`src/rtl/idct_pkg.sv`:
```
// IDCT sequencer shared types and constants.
// Lane vector layout and pipeline stage bundle.
package idct_pkg;

  localparam int LANES      = 4;
  localparam int DATA_W     = 8;
  localparam int PIPE_DEPTH = 4;
  localparam int INF_W      = $clog2(PIPE_DEPTH + 1);

  // lane k (1-based) sits at index k-1, bits [8k-1:8k-8]
  typedef logic [LANES-1:0][DATA_W-1:0] lane_vec_t;

  typedef struct packed {
    logic      v;
    lane_vec_t d;
  } pipe_stg_t;

  function automatic logic [INF_W-1:0] vld_count(
    input logic [PIPE_DEPTH-1:0] v
  );
    logic [INF_W-1:0] n;
    n = '0;
    for (int i = 0; i < PIPE_DEPTH; i++) begin
      n = n + {{(INF_W-1){1'b0}}, v[i]};
    end
    return n;
  endfunction

endpackage

```
`src/rtl/idct_res_fifo.sv`:
```
// IDCT result buffer: circular FIFO with occupancy count.
// Head reads as zero while empty.
module idct_res_fifo
  import idct_pkg::*;
#(
  parameter int DEPTH = 8
) (
  input  logic                    clk,
  input  logic                    reset,
  input  logic                    wr_en,
  input  logic [DATA_W-1:0]       wr_data,
  input  logic                    rd_en,
  output logic [DATA_W-1:0]       rd_data,
  output logic [$clog2(DEPTH):0]  count
);

  localparam int AW = $clog2(DEPTH);
  localparam int CW = AW + 1;

  logic [DATA_W-1:0] mem [DEPTH];
  logic [AW-1:0]     wr_ptr;
  logic [AW-1:0]     rd_ptr;
  logic              full;
  logic              empty;
  logic              wr_ok;
  logic              rd_ok;

  assign empty = (count == '0);
  assign full  = (count == CW'(DEPTH));
  assign rd_ok = rd_en & ~empty;
  assign wr_ok = wr_en & (~full | rd_ok);

  assign rd_data = empty ? '0 : mem[rd_ptr];

  // storage array, no reset needed: head is masked while empty
  always_ff @(posedge clk) begin
    if (wr_ok) begin
      mem[wr_ptr] <= wr_data;
    end
  end

  // pointers wrap naturally; count tells full from empty
  always_ff @(posedge clk or negedge reset) begin
    if (!reset) begin
      wr_ptr <= '0;
      rd_ptr <= '0;
      count  <= '0;
    end else begin
      if (wr_ok) begin
        wr_ptr <= wr_ptr + 1'b1;
      end
      if (rd_ok) begin
        rd_ptr <= rd_ptr + 1'b1;
      end
      unique case ({wr_ok, rd_ok})
        2'b10:   count <= count + 1'b1;
        2'b01:   count <= count - 1'b1;
        default: count <= count;
      endcase
    end
  end

endmodule

```
`src/rtl/idct_seq_ctrl.sv`:
```
// IDCT sequencer: skews lanes into a 4-tap datapath,
// buffers results and gates intake by credit.
module idct_seq_ctrl
  import idct_pkg::*;
#(
  parameter int FIFO_DEPTH = 8,
  parameter int BLK_LEN    = 4
) (
  input  logic              clk,
  input  logic              reset,
  input  logic              in_valid,
  output logic              in_ready,
  input  logic [31:0]       in_data,
  output logic [7:0]        dp_d_in_1,
  output logic [7:0]        dp_d_in_2,
  output logic [7:0]        dp_d_in_3,
  output logic [7:0]        dp_d_in_4,
  input  logic [7:0]        dp_d_out,
  output logic              out_valid,
  input  logic              out_ready,
  output logic [7:0]        out_data,
  output logic              out_last,
  output logic              busy
);

  localparam int CW = $clog2(FIFO_DEPTH) + 1;
  localparam int UW = CW + 1;
  localparam int BW = (BLK_LEN > 1) ? $clog2(BLK_LEN) : 1;

  pipe_stg_t             stg [PIPE_DEPTH];
  logic [PIPE_DEPTH-1:0] vld;
  logic [INF_W-1:0]      inflight;
  logic [CW-1:0]         fifo_count;
  logic [UW-1:0]         used;
  logic                  in_fire;
  logic                  out_fire;
  logic [BW-1:0]         blk_cnt;

  // gather per-stage valids for the credit count
  always_comb begin
    vld = '0;
    for (int i = 0; i < PIPE_DEPTH; i++) begin
      vld[i] = stg[i].v;
    end
  end

  assign inflight = vld_count(vld);
  assign used     = UW'(fifo_count) + UW'(inflight);
  assign in_ready = reset & (used < UW'(FIFO_DEPTH));
  assign in_fire  = in_valid & in_ready;

  // token shift: bubbles carry zero data so idle lanes read 0
  always_ff @(posedge clk or negedge reset) begin
    if (!reset) begin
      for (int i = 0; i < PIPE_DEPTH; i++) begin
        stg[i] <= '0;
      end
    end else begin
      stg[0].v <= in_fire;
      stg[0].d <= in_fire ? lane_vec_t'(in_data) : '0;
      for (int i = 1; i < PIPE_DEPTH; i++) begin
        stg[i] <= stg[i-1];
      end
    end
  end

  assign dp_d_in_1 = stg[0].d[0];
  assign dp_d_in_2 = stg[1].d[1];
  assign dp_d_in_3 = stg[2].d[2];
  assign dp_d_in_4 = stg[3].d[3];

  assign out_valid = (fifo_count != '0);
  assign out_fire  = out_valid & out_ready;

  idct_res_fifo #(
    .DEPTH (FIFO_DEPTH)
  ) u_fifo (
    .clk     (clk),
    .reset   (reset),
    .wr_en   (stg[PIPE_DEPTH-1].v),
    .wr_data (dp_d_out),
    .rd_en   (out_fire),
    .rd_data (out_data),
    .count   (fifo_count)
  );

  // block position of the head result
  always_ff @(posedge clk or negedge reset) begin
    if (!reset) begin
      blk_cnt <= '0;
    end else if (out_fire) begin
      if (blk_cnt == BW'(BLK_LEN - 1)) begin
        blk_cnt <= '0;
      end else begin
        blk_cnt <= blk_cnt + 1'b1;
      end
    end
  end

  assign out_last = out_valid & (blk_cnt == BW'(BLK_LEN - 1));
  assign busy     = (|vld) | out_valid;

endmodule

```
`config.mk`:
```
export PLATFORM = sky130hd
export DESIGN_NAME = idct_seq_ctrl
export DESIGN_NICKNAME = d
export VERILOG_FILES = /design/src/rtl/idct_pkg.sv /design/src/rtl/idct_res_fifo.sv /design/src/rtl/idct_seq_ctrl.sv
export SDC_FILE = /design/constraint.sdc
export NUM_CORES = 1
export LEC_CHECK = 0
export ABC_AREA = 1
export CAP_MARGIN = 20
export CORE_ASPECT_RATIO = 1.4
export CORE_MARGIN = 2
export CORE_UTILIZATION = 58
export CTS_CLUSTER_DIAMETER = 50
export CTS_CLUSTER_SIZE = 20
export DETAILED_ROUTE_END_ITERATION = 10
export PLACE_DENSITY = 0.85
export SLEW_MARGIN = 0
export SYNTH_ARGS = -nofsm -noshare
export SYNTH_HDL_FRONTEND = slang
export SYNTH_SLANG_ARGS = --single-unit
```
`constraint.sdc`:
```
create_clock -name clk -period 3.6 [get_ports clk]
set_input_delay 0.36 -clock clk [delete_from_list [all_inputs] [get_ports clk]]
set_output_delay 0.36 -clock clk [all_outputs]
set_load 0.05 [all_outputs]
```
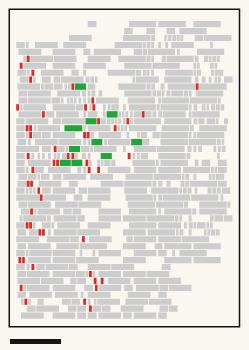
**Above:** run 1 (gate-type map).
The bar under the picture is 20 um long.
[green] fa/ha/maj cells | cells: 10
[red] inv cells | cells: 52
Final Instance Count excl. Fillers: 706
multi-input combinational area share: 15.0%
Top cell excl fill/tap: nor2_1

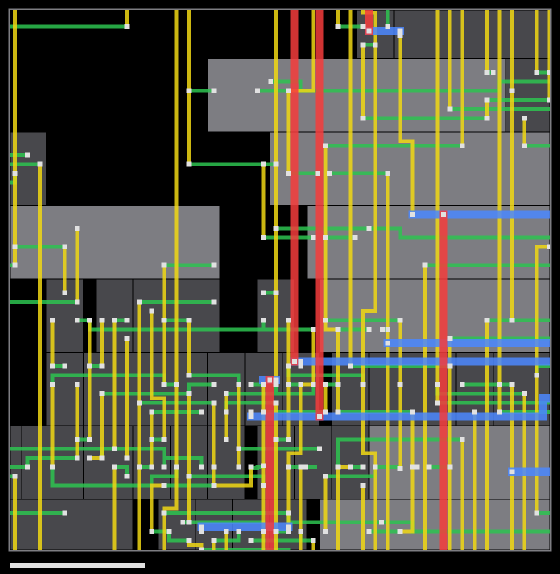
**Above:** run 1 (close-up of the layout).
The bar under the picture is 5 um long. Region (35, 77) to (55, 97) um. Cells in grey, sequential cells in the stronger grey; small squares are vias.
[red] M4
[yellow] M2
[green] M1
[blue] M3
sequential cells in the window: 7
netlist names of flops here include: `u_fifo.mem` (6), `u_fifo.wr_ptr` (1)
most frequent: nand2_1 (10), nor2_1 (7), edfxtp_1 (6)
cells with their middle in the window: 36

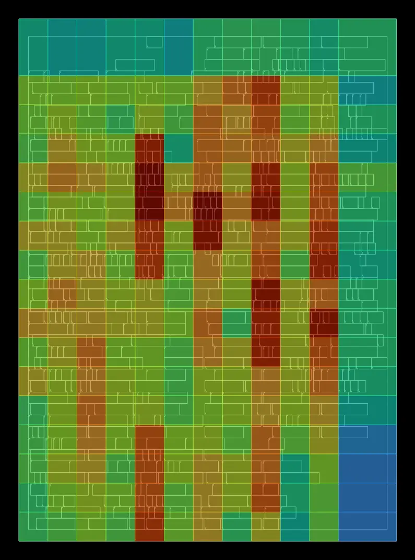
**Above:** run 1 (congestion heat map).
overall routing resource usage: 21.3%
WL/cell: 15.0 um

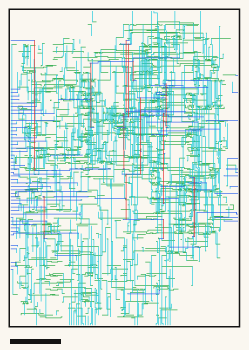
**Above:** run 1 (metal layers overlaid).
The bar under the picture is 20 um long.
[cyan] M2 | wire length: 5530 um
[blue] M3 | wire length: 897 um
[red] M4 | wire length: 309 um
[green] M1 | wire length: 3880 um

==> results.txt, run 1 <==
run results: status finished clean, Hold Crit Class reg -> reg, Gate Count Post-Synth 492, final setup vio count 0, Sink Count 160, Worst Reg-to-Reg Cells 11, drt pass-1 iters 4, ys cells around 490, tool warnings 28, routed wire length 10600 um, CP Launch Point u_fifo.rd_ptr[1]$_DFFE_PN0P_, # Post-CTS Setup Buffers 0, post-CTS sizing 0, top logic cells by instance count in the layout nor2_1 (112), dfrtp_1 (96), clkdlybuf4s50_1 (86), Util after Layout roughly three quarters, gr ovfl total 0, RSZ-0062 raised after global routing false, largest net degree at the start of global routing approximately 54, Metal-1 WL 3880 um, R2R Path Start u_fifo.count[1]$_DFFE_PN0P_, Largest cells by area dfrtp_1 (40%), edfxtp_1 (32%), nor2_1 (7.1%), fin crit period approximately 3.4 ns, core area about 0.01 mm^2, LEAKAGE about 3.3 nW, DRT iter0 DRCs 296, crit path to out_data[6], Final period util 94.2%, CP Max Fanout 34, CTS max path bufs 2, Largest logic family simple AND/OR/NAND/NOR gates, most common cell in the netlist nor2_1, Die W about 90 um, FF-to-FF End u_fifo.count[2]$_DFFE_PN0P_, setup slack after layout 0.207 ns, layout cells sized above 1 7.18%, Worst slew margin 31.3%, hold_sp stg[130]$_DFF_PN0_, Dominant Register Cell dfrtp_1, Setup Skew 0.00738 ns, Root Buffer clkbuf_16, WHS 0.348 ns, CP startpoint kind flop, hold depth 0, and+or+nand+nor area frac 10.0%, Mean Syn Cell Area 12.1 um^2, Post-synth EDFFs 64, Data arrival, critical path 3.03 ns, Unique cell types 21, ao+oa area frac 5.34%, Area Growth Syn to Fin 22.8%, H-tree depth 4, vias in the first global route approximately 3700, Final Max Slew Viols 0, RePlAce Congestion 0.766, mux share 0%, DP Cell Count 673, Post-Syn Nets 546, met1 Use GR 23.5%, most used cell, CP o21ai_1, Post-Syn Area 0.00595 mm^2, residual DRC count 0, Vias/cell 5.01, Place WS 0.762 ns, floorplan utilization between 50% and 60%, max incr delay on CP 1.02 ns, placed inst area roughly 0.0067 mm^2, yosys stat area 0.00595 mm^2, detailed placer's ending HPWL 6780 um, CTS tree built, Max-Cap Viols 0, CTS Hold Bufs 1
[run 1: area by class of cell]
class | instances | area [um^2]
flip-flops and latches | 160 | 4320
well taps | 135 | 169
repair buffers | 93 | 916
multi-input cells | 234 | 1100
fillers | 619 | 2640
inverters | 52 | 195
clock inverters | 12 | 116
clock buffers | 20 | 489
[run 1: sequential cells by signal, summed over array words and instances (netlist names)]
name and count:
blk_cnt 2, dp_d_in_1 8, dp_d_in_2 8, dp_d_in_3 8, dp_d_in_4 8, stg 52
u_fifo.count 4, u_fifo.mem 64, u_fifo.rd_ptr 3, u_fifo.wr_ptr 3
[run 1: power by group]
part | switching (mW) | leakage (nW) | internal [mW]
registers | 0.197 | 1.87 | 2.11
logic | 1.19 | 1.13 | 0.617
clock network | 0.725 | 0.296 | 1.06
total | 2.12 | 3.29 | 3.79
**Run 1: register map, names as in the netlist**

The bar under the picture is 20 um long. Other sequential cells in the stronger grey, the rest of the logic in the fainter grey.
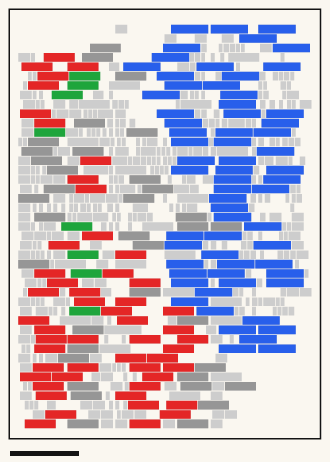

## Run 2: what changed since run 1
- CTS_CLUSTER_DIAMETER: 50 -> 200
- SETUP_SLACK_MARGIN: default -> 0.3
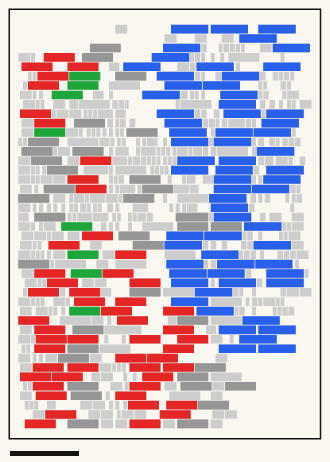
**Above:** run 2 (register map, names as in the netlist).
The bar under the picture is 20 um long. Other sequential cells in the stronger grey, the rest of the logic in the fainter grey.
[green] `dp_d_in_2` | sequential cells: 8
[blue] `u_fifo.mem` | sequential cells: 64
[red] `stg` | sequential cells: 52
not coloured: 36

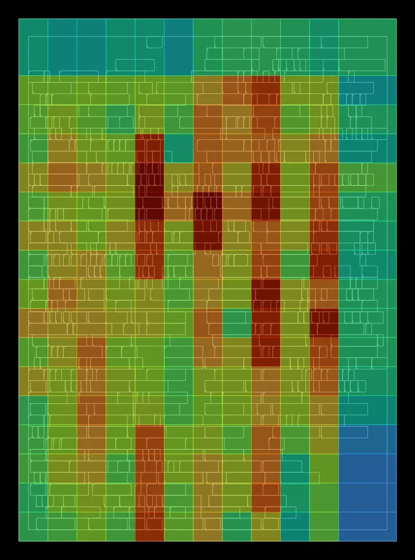
**Above:** run 2 (congestion heat map).
met2 Use GR: 34.8%
Top Usage Layer GRT: met2

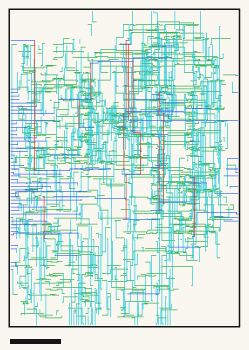
**Above:** run 2 (metal layers overlaid).
The bar under the picture is 20 um long.
[red] M4 | wire length: 331 um
[cyan] M2 | wire length: 5520 um
[green] M1 | wire length: 3940 um
[blue] M3 | wire length: 829 um

==> results.txt, run 2 <==
run results: status finished clean, Setup Skew 0.00709 ns (-0.000294 ns), Largest Register u_fifo.mem, FF-to-FF End u_fifo.count[2]$_DFFE_PN0P_, Vias/cell 5.05 (+0.71%), R2R Path Start u_fifo.count[1]$_DFFE_PN0P_, DRT iter0 DRCs 303 (+2.4%), Util after Layout 73.4% (unchanged), Mean Syn Cell Area 12.1 um^2 (unchanged), vias in the first global route 3650 (unchanged), top logic cells by instance count in the layout nor2_1 (112), dfrtp_1 (95), clkdlybuf4s50_1 (85), Root Buffer clkbuf_16, CTS Hold Bufs 1 (unchanged), Unique cell types 21 (unchanged), detailed placer's ending HPWL 6780 um (unchanged), Post-Syn Area 0.00595 mm^2 (unchanged), gr ovfl total 0 (unchanged), Worst slew margin 33.6% (+2.4 points), setup slack after layout 0.498 ns (+0.291 ns), clock-net power 1.79 mW (about the same), Net Sw Frac 35.8% (about the same), fin crit period 3.10 ns (-0.291 ns), layout cells sized above 1 7.36% (+0.18 points), Place WS 0.762 ns (unchanged), WHS 0.348 ns (-0.00000600 ns), Sink Count 160 (unchanged), most common cell in the netlist nor2_1, CP Launch Point u_fifo.rd_ptr[0]$_DFFE_PN0P_, switching pwr 2.11 mW (about the same), ys cells 492 (unchanged), Worst Reg-to-Reg Cells 11 (unchanged), core area 0.00995 mm^2 (unchanged), DP Cell Count 673 (unchanged), overall routing resource usage 21.3% (unchanged), crit path to out_data[6], Final period util 86.2% (-8.1 points), Gate Count Post-Synth 492 (unchanged), CTS tree built, CP Max Fanout 14 (-59%), Top cell excl fill/tap nor2_1, routed wire length 10600 um (about the same), max incr delay on CP 0.82 ns (-0.20 ns), max reg flops 64 (unchanged), LEAKAGE 3.29 nW (about the same), H-tree depth 4 (unchanged), Dominant Register Cell dfrtp_1, RSZ-0062 raised after global routing false, Max-Cap Viols 0 (unchanged), final-layout fill cell count 619 (unchanged), placed inst area 0.00669 mm^2 (unchanged), residual DRC count 0 (unchanged), Post-synth EDFFs 64 (unchanged), largest net degree at the start of global routing 54 (unchanged), P_int 3.79 mW (about the same), Seq pwr share 39.1% (about the same), top power group registers, yosys stat area 0.00595 mm^2 (unchanged), WL/cell 15.0 um (about the same), RePlAce Congestion 0.766 (unchanged), Seq power 2.31 mW (about the same), Top Registers u_fifo.mem x64, stg x52, hold depth 0 (unchanged), Comb. pwr 1.81 mW (about the same), Area Growth Syn to Fin 22.8% (unchanged), tool warnings 28 (unchanged), Final Instance Count excl. Fillers 706 (unchanged), Data arrival, critical path 2.74 ns (-0.29 ns)
-- run 2: cell counts after synthesis --
No cell type changed its count.
-- run 2: area by class of cell --
type	instances	area, um^2	share of cell area, %
clock inverters	12	116	1.59
inverters	52	195	2.67
repair buffers	93	915	12.5
flip-flops and latches	160	4330	59.2
multi-input cells	234	1100	15.0
clock buffers	20	489	6.69
well taps	135	169	2.31
-- run 2: cells by family after synthesis --
| family | after synthesis | share of synthesized area, % |
|---|---|---|
| flops | 160 | 72.7 |
| fa+ha+maj | 10 | 2.23 |
| simple gates | 155 | 10.0 |
| buf+inv | 98 | 8.87 |
| compound gates | 63 | 5.34 |
| xor+xnor | 6 | 0.883 |
Power and IR drop assume default switching activity.
